`src/rtl/bram_rd_pkg.sv`:
```
// Shared types and default sizes for the BRAM stream reader.
package bram_rd_pkg;

  typedef enum logic [1:0] {
    IDLE  = 2'd0,
    RUN   = 2'd1,
    DRAIN = 2'd2
  } state_t;

  localparam int RD_ADDR_W = 4;
  localparam int RD_DATA_W = 16;

endpackage

```
`src/rtl/bram_stream_reader_if.sv`:
```
// Valid/ready output stream of the BRAM reader; m_last exists only when
// BRAM_READER_LAST_EN is defined.
interface bram_stream_reader_if #(
  parameter int DATA_W = 16
);

  logic              m_valid;
  logic              m_ready;
  logic [DATA_W-1:0] m_data;
`ifdef BRAM_READER_LAST_EN
  logic              m_last;
`endif

`ifdef BRAM_READER_LAST_EN
  modport master (output m_valid, output m_data, output m_last, input m_ready);
  modport slave  (input m_valid, input m_data, input m_last, output m_ready);
`else
  modport master (output m_valid, output m_data, input m_ready);
  modport slave  (input m_valid, input m_data, output m_ready);
`endif

endinterface

```
`src/rtl/bram_rd_fifo2.sv`:
```
// Two-entry register FIFO absorbing the BRAM read latency; carries a last tag
// per entry when BRAM_READER_LAST_EN is defined.
module bram_rd_fifo2 #(
  parameter int DATA_W = 16
) (
  input  logic              clk,
  input  logic              rst_n,
  input  logic              push,
  input  logic [DATA_W-1:0] in_data,
`ifdef BRAM_READER_LAST_EN
  input  logic              in_last,
  output logic              out_last,
`endif
  input  logic              pop,
  output logic [DATA_W-1:0] out_data,
  output logic [1:0]        occ
);

  logic [DATA_W-1:0] data_q [2];
`ifdef BRAM_READER_LAST_EN
  logic              last_q [2];
`endif
  logic              wr_q;
  logic              rd_q;
  logic [1:0]        occ_q;

  // Push into a full FIFO is only legal together with a pop; the issue rule
  // upstream guarantees that, so no full guard is needed here.
  always_ff @(posedge clk or negedge rst_n) begin
    if (!rst_n) begin
      data_q[0] <= '0;
      data_q[1] <= '0;
`ifdef BRAM_READER_LAST_EN
      last_q[0] <= 1'b0;
      last_q[1] <= 1'b0;
`endif
      wr_q      <= 1'b0;
      rd_q      <= 1'b0;
      occ_q     <= 2'd0;
    end else begin
      if (push) begin
        data_q[wr_q] <= in_data;
`ifdef BRAM_READER_LAST_EN
        last_q[wr_q] <= in_last;
`endif
        wr_q         <= ~wr_q;
      end
      if (pop) rd_q <= ~rd_q;
      occ_q <= occ_q + {1'b0, push} - {1'b0, pop};
    end
  end

  assign out_data = data_q[rd_q];
`ifdef BRAM_READER_LAST_EN
  assign out_last = last_q[rd_q];
`endif
  assign occ      = occ_q;

endmodule

```
`src/rtl/bram_stream_reader.sv`:
```
// Port-B read controller streaming a wrap-around block of BRAM words.
// Optional m_last tagging is enabled with BRAM_READER_LAST_EN.
module bram_stream_reader
  import bram_rd_pkg::*;
#(
  parameter int ADDR_W = RD_ADDR_W,
  parameter int DATA_W = RD_DATA_W
) (
  input  logic                 clk,
  input  logic                 rst_n,
  input  logic                 start,
  input  logic [ADDR_W-1:0]    base_addr,
  input  logic [ADDR_W-1:0]    len,
  output logic [ADDR_W-1:0]    addrb,
  input  logic [DATA_W-1:0]    doutb,
  output logic                 busy,
  output logic                 done,
  bram_stream_reader_if.master m
);

  state_t            state_q, state_d;
  logic [ADDR_W-1:0] addr_q;
  logic [ADDR_W-1:0] issue_cnt_q;
  logic [ADDR_W-1:0] pop_cnt_q;
  logic              pend_q;
  logic              done_q;
  logic [1:0]        occ;
  logic [2:0]        fill;
  logic              pop, issue, last_issue, last_pop, take;
`ifdef BRAM_READER_LAST_EN
  logic              pend_last_q;
`endif

  assign pop  = m.m_valid & m.m_ready;
  // Words already buffered or in flight, net of the one leaving this cycle.
  assign fill = {1'b0, occ} + {2'b0, pend_q} - {2'b0, pop};

  always_comb begin
    state_d    = state_q;
    take       = 1'b0;
    issue      = 1'b0;
    last_issue = 1'b0;
    last_pop   = 1'b0;
    unique case (state_q)
      IDLE: begin
        if (start) begin
          take    = 1'b1;
          state_d = RUN;
        end
      end
      RUN: begin
        issue      = (fill < 3'd2);
        last_issue = issue && (issue_cnt_q == '0);
        if (last_issue) state_d = DRAIN;
      end
      DRAIN: begin
        last_pop = pop && (pop_cnt_q == '0);
        if (last_pop) state_d = IDLE;
      end
      default: state_d = IDLE;
    endcase
  end

  always_ff @(posedge clk or negedge rst_n) begin
    if (!rst_n) begin
      state_q     <= IDLE;
      addr_q      <= '0;
      issue_cnt_q <= '0;
      pop_cnt_q   <= '0;
      pend_q      <= 1'b0;
      done_q      <= 1'b0;
`ifdef BRAM_READER_LAST_EN
      pend_last_q <= 1'b0;
`endif
    end else begin
      state_q <= state_d;
      pend_q  <= issue;
      done_q  <= last_pop;
`ifdef BRAM_READER_LAST_EN
      pend_last_q <= last_issue;
`endif
      if (take) begin
        addr_q      <= base_addr;
        issue_cnt_q <= len;
        pop_cnt_q   <= len;
      end else begin
        if (issue) addr_q <= addr_q + 1'b1;
        if (issue && !last_issue) issue_cnt_q <= issue_cnt_q - 1'b1;
        if (pop && pop_cnt_q != '0) pop_cnt_q <= pop_cnt_q - 1'b1;
      end
    end
  end

  // BRAM data lands one cycle after the issue and is pushed on the following edge.
  bram_rd_fifo2 #(.DATA_W(DATA_W)) u_fifo (
    .clk      (clk),
    .rst_n    (rst_n),
    .push     (pend_q),
    .in_data  (doutb),
`ifdef BRAM_READER_LAST_EN
    .in_last  (pend_last_q),
    .out_last (m.m_last),
`endif
    .pop      (pop),
    .out_data (m.m_data),
    .occ      (occ)
  );

  assign m.m_valid = (occ != 2'd0);
  assign addrb     = addr_q;
  assign busy      = (state_q != IDLE);
  assign done      = done_q;

endmodule

```
`src/flat_wrapper.sv`:
```
// flat-port wrapper written by rule: the top's interface ports become plain ports
module bram_stream_reader_flat import bram_rd_pkg::*;
#(
  parameter int ADDR_W = RD_ADDR_W,
  parameter int DATA_W = RD_DATA_W
)
  (clk, rst_n, start, base_addr, len, addrb, doutb, busy, done, m_m_valid, m_m_data, m_m_ready);
  bram_stream_reader_if #(.DATA_W(DATA_W)) m_i ();
  input  logic clk;
  input  logic rst_n;
  input  logic start;
  input  logic [ADDR_W-1:0] base_addr;
  input  logic [ADDR_W-1:0] len;
  output logic [ADDR_W-1:0] addrb;
  input  logic [DATA_W-1:0] doutb;
  output logic busy;
  output logic done;
  output wire logic [$bits(m_i.m_valid)-1:0] m_m_valid;
  output wire logic [$bits(m_i.m_data)-1:0] m_m_data;
  input wire logic [$bits(m_i.m_ready)-1:0] m_m_ready;
  assign m_m_valid = m_i.m_valid;
  assign m_m_data = m_i.m_data;
  assign m_i.m_ready = m_m_ready;
  bram_stream_reader #(.ADDR_W(ADDR_W), .DATA_W(DATA_W)) u_core (.clk(clk), .rst_n(rst_n), .start(start), .base_addr(base_addr), .len(len), .addrb(addrb), .doutb(doutb), .busy(busy), .done(done), .m(m_i));
endmodule
```
`config.mk`:
```
export PLATFORM = sky130hd
export DESIGN_NAME = bram_stream_reader_flat
export DESIGN_NICKNAME = d
export VERILOG_FILES = /design/src/rtl/bram_rd_pkg.sv /design/src/rtl/bram_stream_reader_if.sv /design/src/rtl/bram_rd_fifo2.sv /design/src/rtl/bram_stream_reader.sv /design/src/flat_wrapper.sv
export SDC_FILE = /design/constraint.sdc
export NUM_CORES = 1
export LEC_CHECK = 0
export CAP_MARGIN = 20
export CORE_UTILIZATION = 47
export CTS_CLUSTER_SIZE = 16
export DETAILED_ROUTE_END_ITERATION = 6
export PLACE_DENSITY = 0.76
export SETUP_SLACK_MARGIN = 0.02
export SYNTH_ARGS = -nofsm -noshare
export SYNTH_HDL_FRONTEND = slang
export SYNTH_HIERARCHICAL = 1
export SYNTH_SLANG_ARGS = --single-unit
export TNS_END_PERCENT = 1
```
`constraint.sdc`:
```
create_clock -name clk -period 2.4 [get_ports clk]
set_clock_uncertainty 0.05 [all_clocks]
set_input_delay 0.72 -clock clk [delete_from_list [all_inputs] [get_ports clk]]
set_output_delay 0.72 -clock clk [all_outputs]
set_load 0.05 [all_outputs]
```
==> out/metrics.yaml <==
cpMostUsedCell: "o21ai_4"
setup_ws_ns: -0.0414
htree_levels: 2
comb_area_share: 0.374
reg2reg_slack_ns: -0.04
status: "finished, violations left"
logic_area_sq_um: 1290
clk_pin_slew_ns: 0.09
largest_class: "flip-flops and latches"
ios: 51
synth.cellmix.simpleShare: 0.0868
largest-register: "u_core/u_fifo/data_q"
async_flop_share: 1.00
drt-initial-drc-count: 76
top_area_cell: "dfrtp_1"
min_period_ns: 2.44
wl_met2_um: 2600
ys_warn_count: 6
layout_top_cell: "dfrtp_1"
clockBufferDepth: 2
cap_violations: 0
synth_flops: 52
worstSetupStartpoint: "u_core/u_fifo/occ[1]$_DFF_PN0_"
grt_pass1_wl_um: 8910
common_cells: "dfrtp_1, mux2_2, inv_1"
setup_viol: 3
drive_above_1_share: 0.399
edf_count: 0
ant_nets: 0
crit_family: "adder cells"
cts_tree: "yes"
cp_num_buf_inv: 2
ys_cells: 205
violations: "setup timing"
cp_slowest_cell: "fa_2"
slew_headroom: 0.613
tightest_slew_ns: 0.579
synth-adder-area-share: 0.0406
area_leaders: "dfrtp_1, mux2_2, mux2_4"
cp-end-kind: "flop"
nets: 306
critPathCapture: "u_core/addrb[1]$_DFFE_PN0P_"
detail_route.first_pass.iterations: 4
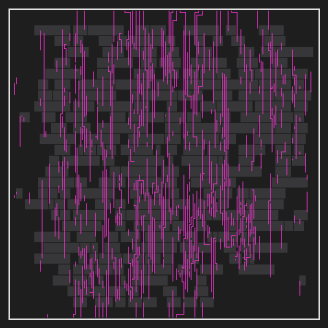
layer_met2.png
Scale: 4 px per um.
The longest straight run is 29.1 um. The layer carries 2600 um of wire. The wires run mostly vertical. 276 nets have wire on it. The layer holds 49% of the routed length.
Routed WL: 5360 um
total number of vias: 1825
met2 Use GR: 0.312

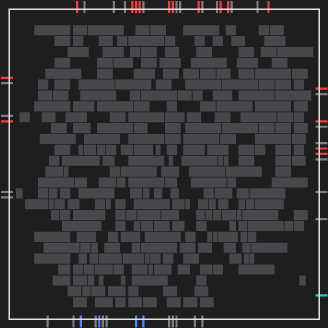
io_placement.png
Scale: 4 px per um. Pins as bars across the die edge, other pins in grey.
Key: rst_n = cyan [pins 1, direction input, edge right]; m_m_data = red [pins 16, direction output, edge 10 top, 4 right, 2 left]; base_addr = blue [pins 4, direction input, edge bottom]
Die W: 77.1 um
Port Buf Inserts: 50
die height: 77.1 um

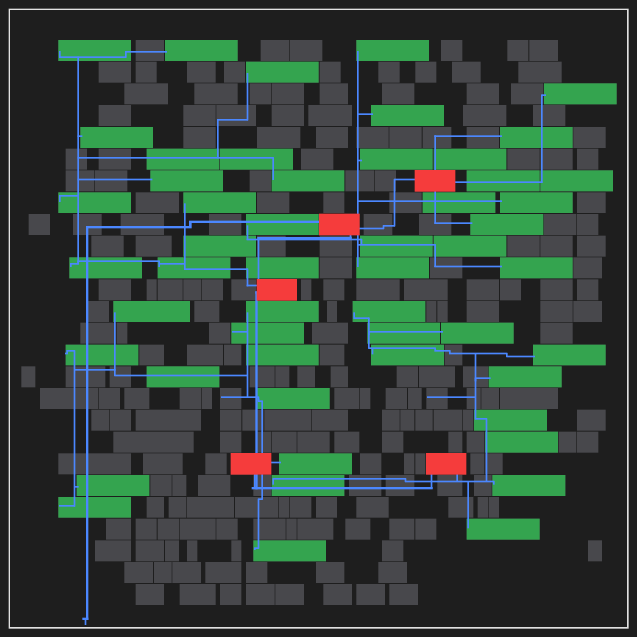
clk_routes.png
Scale: 8 px per um.
Key: flip-flops = green [count 52]; clock drivers = red [count 5]; clock wires = blue [length 628 um]
There are 6 routed clock nets.

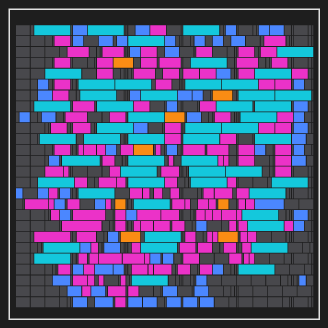
placement_by_type.png
Scale: 4 px per um. Fill, decap, tap and diode cells in grey.
Key: remaining buffers and delay cells = blue [cells 70]; combinational and other logic = magenta [cells 141]; clock drivers and dummy loads = orange [cells 8]; sequential cells = cyan [cells 52]
flop share of the area: 0.378
design area: 3450 sq um
fin util: 0.654
Core ar.: 5270 sq um
Row Count: 26

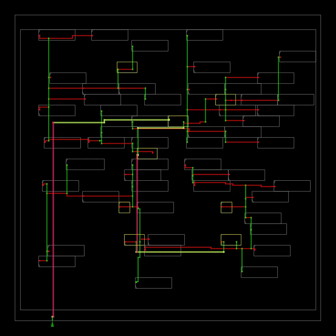
clocks.png
TritonCTS sink count: 52
FFs & Latches: 52
clk_buf instances: 6
CTS buffer count: 5

